### src/rtl/vga_timing_gen.sv
// ---------------------------------------------------------------------------
// vga_timing_gen
//
// Purpose:
//   Generates 640x480@60 Hz VGA timing from the 50 MHz board clock. A pixel
//   tick divider advances horizontal/vertical counters; the current (x,y) is
//   exported to the pixel source, the returned RGB332 colour is blanked
//   outside the visible area, and colour plus hsync/vsync are registered
//   together so they reach the pins aligned (one clk after x,y change).
//
// Optional feature:
//   VGA_FRAME_COUNT_EN - when defined, adds output frame_cnt[5:0], a
//   free-running count of frame_start pulses (wraps 63->0, resets to 0).
//
// Ports:
//   clk          in   system clock (50 MHz)
//   rst          in   asynchronous active-high reset; release is expected
//                     to be synchronous to clk
//   pixel_in     in   [7:0] RGB332 colour for current (x,y), comb. from x/y
//   x            out  [9:0] horizontal count, 0..H_TOTAL-1
//   y            out  [9:0] vertical count, 0..V_TOTAL-1
//   pix_tick     out  one-clk pulse; counters advance on this cycle
//   video_on     out  x<H_ACTIVE && y<V_ACTIVE (combinational)
//   frame_start  out  one-clk pulse on the tick that wraps to (0,0)
//   red/green    out  [2:0] registered, blanked colour
//   blue         out  [1:0] registered, blanked colour
//   hsync/vsync  out  registered sync outputs
//   frame_cnt    out  [5:0] frame counter (VGA_FRAME_COUNT_EN only)
// ---------------------------------------------------------------------------
module vga_timing_gen #(
   parameter int CLK_DIV         = 2,
   parameter int H_ACTIVE        = 640,
   parameter int H_FP            = 16,
   parameter int H_SYNC          = 96,
   parameter int H_BP            = 48,
   parameter int V_ACTIVE        = 480,
   parameter int V_FP            = 10,
   parameter int V_SYNC          = 2,
   parameter int V_BP            = 33,
   parameter int SYNC_ACTIVE_LOW = 1
) (
   input  logic       clk,
   input  logic       rst,
   input  logic [7:0] pixel_in,
   output logic [9:0] x,
   output logic [9:0] y,
   output logic       pix_tick,
   output logic       video_on,
   output logic       frame_start,
   output logic [2:0] red,
   output logic [2:0] green,
   output logic [1:0] blue,
   output logic       hsync,
   output logic       vsync
`ifdef VGA_FRAME_COUNT_EN
   ,
   output logic [5:0] frame_cnt
`endif
);

   localparam int H_TOTAL      = H_ACTIVE + H_FP + H_SYNC + H_BP;
   localparam int V_TOTAL      = V_ACTIVE + V_FP + V_SYNC + V_BP;
   localparam int H_SYNC_START = H_ACTIVE + H_FP;
   localparam int H_SYNC_END   = H_SYNC_START + H_SYNC;
   localparam int V_SYNC_START = V_ACTIVE + V_FP;
   localparam int V_SYNC_END   = V_SYNC_START + V_SYNC;

   localparam logic [2:0] DIV_LAST = 3'(CLK_DIV - 1);
   localparam logic [9:0] X_LAST   = 10'(H_TOTAL - 1);
   localparam logic [9:0] Y_LAST   = 10'(V_TOTAL - 1);
   localparam logic       SYNC_IDLE = (SYNC_ACTIVE_LOW != 0);

   generate
      if (H_TOTAL > 1024 || V_TOTAL > 1024) begin : g_bad_total
         $fatal(1, "vga_timing_gen: H_TOTAL/V_TOTAL exceed 10-bit counters");
      end
      if (CLK_DIV < 1 || CLK_DIV > 8) begin : g_bad_div
         $fatal(1, "vga_timing_gen: CLK_DIV must be 1..8");
      end
   endgenerate

   logic [2:0] r_div;
   logic [9:0] r_x;
   logic [9:0] r_y;
   logic [2:0] r_red;
   logic [2:0] r_green;
   logic [1:0] r_blue;
   logic       r_hsync;
   logic       r_vsync;

   logic       w_div_last;
   logic       w_x_last;
   logic       w_y_last;
   logic       w_hwin;
   logic       w_vwin;

   assign w_div_last = (r_div == DIV_LAST);
   assign w_x_last   = (r_x == X_LAST);
   assign w_y_last   = (r_y == Y_LAST);

   // Gated by rst so that with CLK_DIV=1 the tick stays low while in reset.
   assign pix_tick    = w_div_last & ~rst;
   assign frame_start = pix_tick & w_x_last & w_y_last;

   // 11-bit compares keep window ends of exactly 1024 representable.
   assign video_on = ({1'b0, r_x} < 11'(H_ACTIVE)) && ({1'b0, r_y} < 11'(V_ACTIVE));
   assign w_hwin   = ({1'b0, r_x} >= 11'(H_SYNC_START)) && ({1'b0, r_x} < 11'(H_SYNC_END));
   assign w_vwin   = ({1'b0, r_y} >= 11'(V_SYNC_START)) && ({1'b0, r_y} < 11'(V_SYNC_END));

   // Pixel divider and raster counters.
   always_ff @(posedge clk or posedge rst) begin
      if (rst) begin
         r_div <= 3'd0;
         r_x   <= 10'd0;
         r_y   <= 10'd0;
      end else begin
         r_div <= w_div_last ? 3'd0 : r_div + 3'd1;
         if (pix_tick) begin
            if (w_x_last) begin
               r_x <= 10'd0;
               r_y <= w_y_last ? 10'd0 : r_y + 10'd1;
            end else begin
               r_x <= r_x + 10'd1;
            end
         end
      end
   end

   // Output stage: colour and sync sampled from the same counter values so
   // they stay aligned at the pins.
   always_ff @(posedge clk or posedge rst) begin
      if (rst) begin
         r_red   <= 3'd0;
         r_green <= 3'd0;
         r_blue  <= 2'd0;
         r_hsync <= SYNC_IDLE;
         r_vsync <= SYNC_IDLE;
      end else begin
         r_red   <= video_on ? pixel_in[7:5] : 3'd0;
         r_green <= video_on ? pixel_in[4:2] : 3'd0;
         r_blue  <= video_on ? pixel_in[1:0] : 2'd0;
         r_hsync <= w_hwin ? ~SYNC_IDLE : SYNC_IDLE;
         r_vsync <= w_vwin ? ~SYNC_IDLE : SYNC_IDLE;
      end
   end

   assign x     = r_x;
   assign y     = r_y;
   assign red   = r_red;
   assign green = r_green;
   assign blue  = r_blue;
   assign hsync = r_hsync;
   assign vsync = r_vsync;

`ifdef VGA_FRAME_COUNT_EN
   logic [5:0] r_frame_cnt;

   always_ff @(posedge clk or posedge rst) begin
      if (rst) begin
         r_frame_cnt <= 6'd0;
      end else if (frame_start) begin
         r_frame_cnt <= r_frame_cnt + 6'd1;
      end
   end

   assign frame_cnt = r_frame_cnt;
`endif

endmodule

### config.mk
export PLATFORM = sky130hd
export DESIGN_NAME = vga_timing_gen
export DESIGN_NICKNAME = d
export VERILOG_FILES = /design/src/rtl/vga_timing_gen.sv
export SDC_FILE = /design/constraint.sdc
export NUM_CORES = 1
export LEC_CHECK = 0
export CORE_ASPECT_RATIO = 1.5
export CORE_MARGIN = 2
export CORE_UTILIZATION = 47
export CTS_CLUSTER_DIAMETER = 120
export DETAILED_ROUTE_END_ITERATION = 7
export PLACE_DENSITY = 0.85
export SLEW_MARGIN = 20
export SYNTH_ARGS = -nofsm -noshare
export SYNTH_HDL_FRONTEND = slang
export SYNTH_SLANG_ARGS = --single-unit
### constraint.sdc
create_clock -name clk -period 4.1 [get_ports clk]
set_input_delay 1.23 -clock clk [delete_from_list [all_inputs] [get_ports clk]]
set_output_delay 1.23 -clock clk [all_outputs]
set_load 0.005 [all_outputs]
Fig. 1: run 1, routed metal, one colour a layer
The bar under the picture is 20 um long.
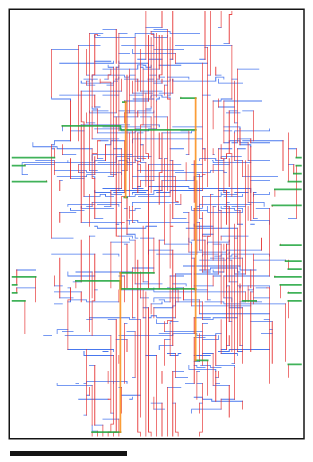
- blue: M1 (wire length 1,340 um)
- orange: M4 (wire length 88.4 um)
- red: M2 (wire length 1,880 um)
- green: M3 (wire length 122 um)
average routed wire per standard cell: 14.7 um
WL final: 3440 um
total global routing track utilization: 0.206
Vias: 1,229

Fig. 2: run 1, clock network drawn from the DEF
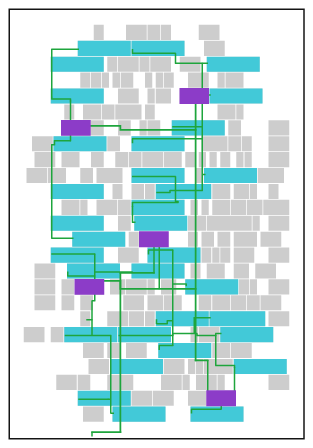
- purple: clock-net drivers (count 5)
- cyan: flip-flops (count 33)
- green: clock wires (length 437 um)
- routed clock nets: 6
clk_skew: 0.0101 ns
clock latency on the worst-skew pair: 0.29 ns
portion of total power attributed to the clock network: 0.309
total clock network power: 235 uW

==> flow_results.org, run 1 <==
#+TITLE: Physical design notes

** Status
- Result of the run :: complete, no violations

** Floorplanning
- Area of the core region :: 3100 um2
- Number of standard-cell rows in the floorplan :: 25
- 43 I/O pins were placed.
- The overall die size recorded for this design is 3670 um2.

** Yosys
- Adder share :: 0.0334
- The area fraction of the largest cell type after synthesis is 0.517.
- Synthesized area :: 1500 um2
- Post-synthesis share of cell area spent on and-or and or-and gates :: 0.0601
- According to the Yosys statistics, the synthesized design has a chip area of 1500 um2.
- Yosys printed 0 warnings.
- Counting distinct cell types in the post-synthesis netlist gives 36.
- Mean instance size in the synthesized netlist :: 10.9 um2
- Dominant comb cell :: simple AND/OR/NAND/NOR gates
- Top cell types by occurrence after synthesis :: sky130_fd_sc_hd__dfrtp_1, sky130_fd_sc_hd__inv_1, sky130_fd_sc_hd__xnor2_1, sky130_fd_sc_hd__and2_1
- Synthesis produced a netlist with a net count of 152.
- Count of mapped cells out of synthesis :: 138
- After synthesis, the share of cell area in mux cells is 0.0133.
- Looking at area per cell type in the netlist, the leader is sky130_fd_sc_hd__dfrtp_1.
- Yosys stat cell total :: 138
- Of the synthesized area, sequential elements account for 0.552.

** Global route
- Antenna violations before repair :: 0
- Entering global routing, the biggest net connects 23 pins.
- Number of global-route vias before repair :: 1,217
- Overflow after GRT :: 0
- met2 track demand over resource after global routing is 0.363.

** Route
- Before antenna repair, the detailed router went through 4 iterations.
- Drc violations :: 0
- Iteration-0 DRC count of the detailed router :: 45
- Routed Antenna Nets :: 0
- Signal nets in the final route climb as high as met4.
- Routed met3 length :: 122 um

** STA
- Final period demand of the worst path :: 3.95 ns
- The flow reports an fmax of 0.253 GHz.
- Measured against its own limit, the worst slew margin works out to 0.710.
- Final slew viol count :: 0
- Adding up every negative setup slack in the final design gives 0 ns.

** Setup path
- Signal arrival time at the worst endpoint :: 2.72 ns
- Worst reg2reg setup slack :: 2.08 ns
- The critical path is of the input pin to output pin type.
- Worst reg2reg path depth :: 6
- Worst path required time :: 2.87 ns
- Master of the slowest instance on the critical path :: sky130_fd_sc_hd__or4b_4
- The number of buffers and inverters on the critical path is 3.
- Kind of cell adding the most delay to the critical path :: simple AND/OR/NAND/NOR gates
- Endpoint type of the worst setup path :: output pin
- Crit Path Max Fanout :: 2
- Worst reg2reg startpoint :: r_div[1]$_DFF_PP0_

** Layout
- Antenna diode count :: 0
- Post-route design area :: 2100 um2
- Proportion of layout cells with a drive suffix above 1 :: 0.124

** Placed design
- Worst slack at placement :: -0.279 ns
- Instance area at placement :: 1990 um2
- Summed over all nets, the half-perimeter wirelength after detailed placement is 2480 um.

** CTS
- Per the CTS log, the maximum H-tree level is 2.
- Inserted Clock Buffers :: 5
- Clock tree from TritonCTS :: yes
- Hold bufs inserted after CTS :: 0

** Pwr
- In the power breakdown, the internal column shows 555 uW.
- The net switching power in the latest report is 205 uW.
- Switching power as a fraction of the total was reported as 0.269.
- Static leakage power :: 0.000955 uW
- Total power for the finished layout comes to 760 uW.
- Combinational power share :: 0.175
- Portion of total power attributed to sequential cells :: 0.515

** Flow run
- Max-capacitance violation count :: 0
Fig. 3: run 1, pin map
Pins as bars across the die edge, other pins in grey.
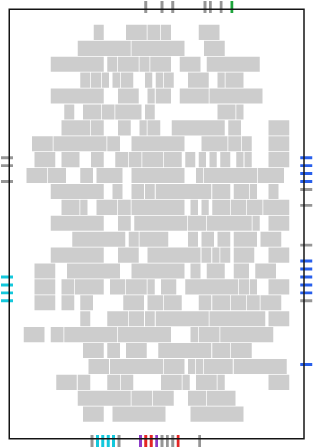
- purple: `blue` (pins 2; direction output; edge bottom)
- cyan: `pixel_in` (pins 8; direction input; edge 4 left, 4 bottom)
- green: `vsync` (pins 1; direction output; edge top)
- red: `green` (pins 3; direction output; edge bottom)
- blue: `x` (pins 10; direction output; edge right)
Horiz. Die Dim: 50.1 um
Die Height: 73.2 um
Port Buffer Count: 42

Fig. 4: run 1, cell placement
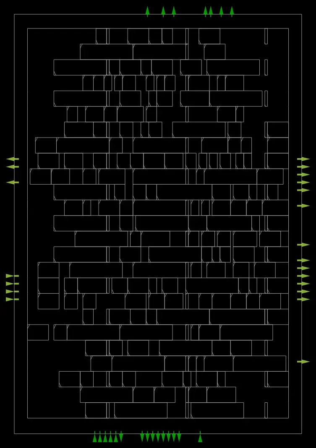
end-of-flow core utilization: 0.678
total number of sequential cells: 33
final cell count without fillers: 233

-- run 1: logic make-up (layout without fill, tap and decap cells) --
| family | count (synthesis) | in the layout |
|---|---|---|
| XOR/XNOR | 12 | 12 |
| AND/OR/NAND/NOR | 59 | 59 |
| adder cells (fa/ha/maj) | 4 | 4 |
| buffers and inverters | 14 | 69 |
| multiplexers | 2 | 2 |
| flip-flops | 33 | 33 |
| AND-OR/OR-AND | 14 | 14 |
-- run 1: registers in the layout, summed over array words and instances (netlist names) --
register	flops
blue	2
r_div	3
red	3
green	3
hsync	1
x	10
vsync	1
y	10
-- run 1: cell type report --
cell class              count  area [um2]
fillers                   229         996
repair buffers             50         482
multi-input cells          91         617
flip-flops and latches     33         828
clock inverters             2        10.0
clock buffers               6        72.6
well taps                  40        50.0
inverters                  11        41.3
==> run 1 -> run 2 <==
--- a/config.mk
+++ b/config.mk
@@ -8,6 +8,7 @@
 export CORE_ASPECT_RATIO = 1.5
 export CORE_MARGIN = 2
 export CORE_UTILIZATION = 47
+export CTS_BUF_LIST = sky130_fd_sc_hd__clkbuf_4 sky130_fd_sc_hd__clkbuf_8 sky130_fd_sc_hd__clkbuf_16
 export CTS_CLUSTER_DIAMETER = 120
 export DETAILED_ROUTE_END_ITERATION = 7
 export PLACE_DENSITY = 0.85
==> run 2 against run 1 <==
First-iteration DRC count up 18%. Critical endpoint unchanged. Synthesized cell count unchanged. Power up 0.82%. Setup slack better by 0.00092 ns. Clock-buffer cell count unchanged. Via count up 0.57%. Core utilization up 0.12 points. Clock skew about the same. Highest routed layer unchanged. Critical path type unchanged.
==> flow_results.org, run 2 <==
#+TITLE: Physical design notes

** CTS
- Clock latency on the worst-skew pair :: 0.29 ns
- Inserted Clock Buffers :: 5

** Placed design
- Port Buffer Count :: 42

** Layout
- Measured on the final layout, buffering overhead outside the clock network stands at 0.229.
- The post-route utilization of the core is recorded as 0.680.
- Share of the final layout cell area in multi-input gates :: 0.293
- According to the cell report, the number of logic gates is 91.
- Area occupied by multi-input gates :: 617 um2
- In the final layout, excluding clock buffers the buffer count is 50.
- In the final design, more cell area goes to sequential cells than to any other class.
- The layout report lists the clock-cell share of area as 0.0410.
- Per the layout area report, the register area comes to 828 um2.
- Leaving out filler cells and counting taps, the final layout contains 233.
- Post-route design area :: 2100 um2

** Global route
- For this run, the total global-route usage over all layers was measured as 0.207.
- The via count of the first global-routing pass came to 1,219.
- The number of antenna violations at the first check in global routing came to 0.
- For this run, global-route usage on met2 was measured as 0.365.
- Pin count of the biggest net entering global routing :: 23

** Floorplanning
- According to the floorplan report, the total die area is 3670 um2.
- Number of standard-cell rows in the floorplan :: 25
- From left edge to right edge, the die measures 50.1 um.
- The flow inserted 40 tap cells.
- Die Height :: 73.2 um
- Area of the core region :: 3100 um2

** STA
- Derived from the worst setup path, the maximum achievable clock frequency is 0.253 GHz.
- Checking max transition, the worst relative margin is 0.710.
- For the finished layout, the period the worst path requires is 3.95 ns.

** Yosys
- Library cell with the largest summed area after synthesis :: sky130_fd_sc_hd__dfrtp_1
- In the Yosys report the total cell count is 138.
- The average instance in the mapped netlist occupies 10.9 um2.
- The synthesis run shows the most used standard cells to be sky130_fd_sc_hd__dfrtp_1, sky130_fd_sc_hd__inv_1, sky130_fd_sc_hd__xnor2_1, sky130_fd_sc_hd__and2_1.
- The area fraction of the largest cell type after synthesis is 0.517.
- Tally of yosys warning messages :: 0

** Route
- Across all layers, the routed design uses 1,236 vias.
- Average routed wire per standard cell :: 14.9 um
- Iteration-0 DRC count of the detailed router :: 53
- Drc violations :: 0

** Pwr
- The share of total power dissipated in the clock network is 0.314.
- Switch Pwr :: 204 uW
- Cell-internal power :: 562 uW

** Status
- Result of the run :: complete, no violations

** Setup path
- The launch point of the worst register-to-register path is recorded as r_div[1]$_DFF_PP0_.
- STA classifies the critical path endpoint as an output pin.
- Data arrives at the worst endpoint at 2.72 ns.
- Master of the slowest instance on the critical path :: sky130_fd_sc_hd__or4b_4
- Worst path required time :: 2.87 ns
- The critical path in this run is classified as input pin to output pin.
- The critical path maximum fanout is 2.

** Flow run
- Max-capacitance violation count :: 0
run 2: netlist changes by cell type in the layout (fill, tap and decap cells not counted):
cell and delta:
sky130_fd_sc_hd__clkbuf_1 -1, sky130_fd_sc_hd__clkbuf_4 +1
run 2: layer usage:
metal | up-vias | part of all wire
li1 | 590 | -
met1 | 604 | 0.38
met2 | 34 | 0.55
met3 | 8 | 0.038
met4 | 0 | 0.025
met5 | - | 0
run 2: logic make-up after synthesis:
group,after synthesis,share of synthesized area
simple gates,59,0.232
flops,33,0.552
compound gates,14,0.0601
buf+inv,14,0.0392
xor+xnor,12,0.0701
fa+ha+maj,4,0.0334
mux,2,0.0133
run 2: critical path: cells and delay by family:
family        cells  cell delay, ns
simple gates      3            0.88
buf+inv           3            0.61
Fig. 5: run 2, pin map
Pins as bars across the die edge, other pins in grey.
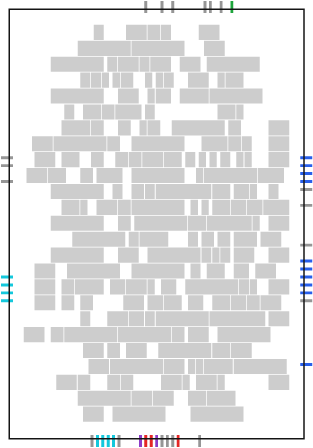
- blue: `x` (pins 10; direction output; edge right)
- purple: `blue` (pins 2; direction output; edge bottom)
- cyan: `pixel_in` (pins 8; direction input; edge 4 left, 4 bottom)
- red: `green` (pins 3; direction output; edge bottom)
- green: `vsync` (pins 1; direction output; edge top)

Fig. 6: run 2, I/O nets highlighted
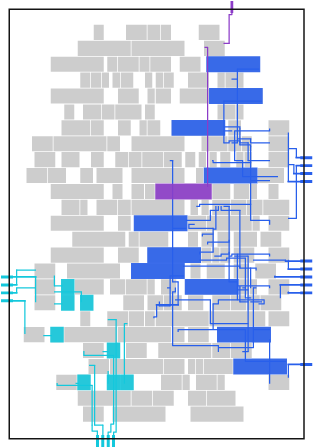
- purple: `vsync` (bits 1; direction output; end cells 1; buffers 1; wire 31.1 um)
- cyan: `pixel_in` (bits 8; direction input; end cells 8; buffers 8; wire 126 um)
- blue: `x` (bits 10; direction output; end cells 10; buffers 10; wire 466 um)
boundary pin count: 43

Fig. 7: run 2, cell placement
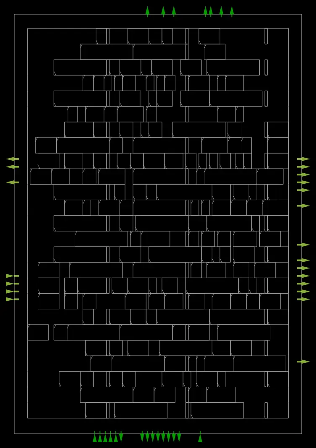
tally of filler cells in the layout: 230
register share of the cell area: 0.394

No activity file was given, so power comes from the tool's default toggle rates.
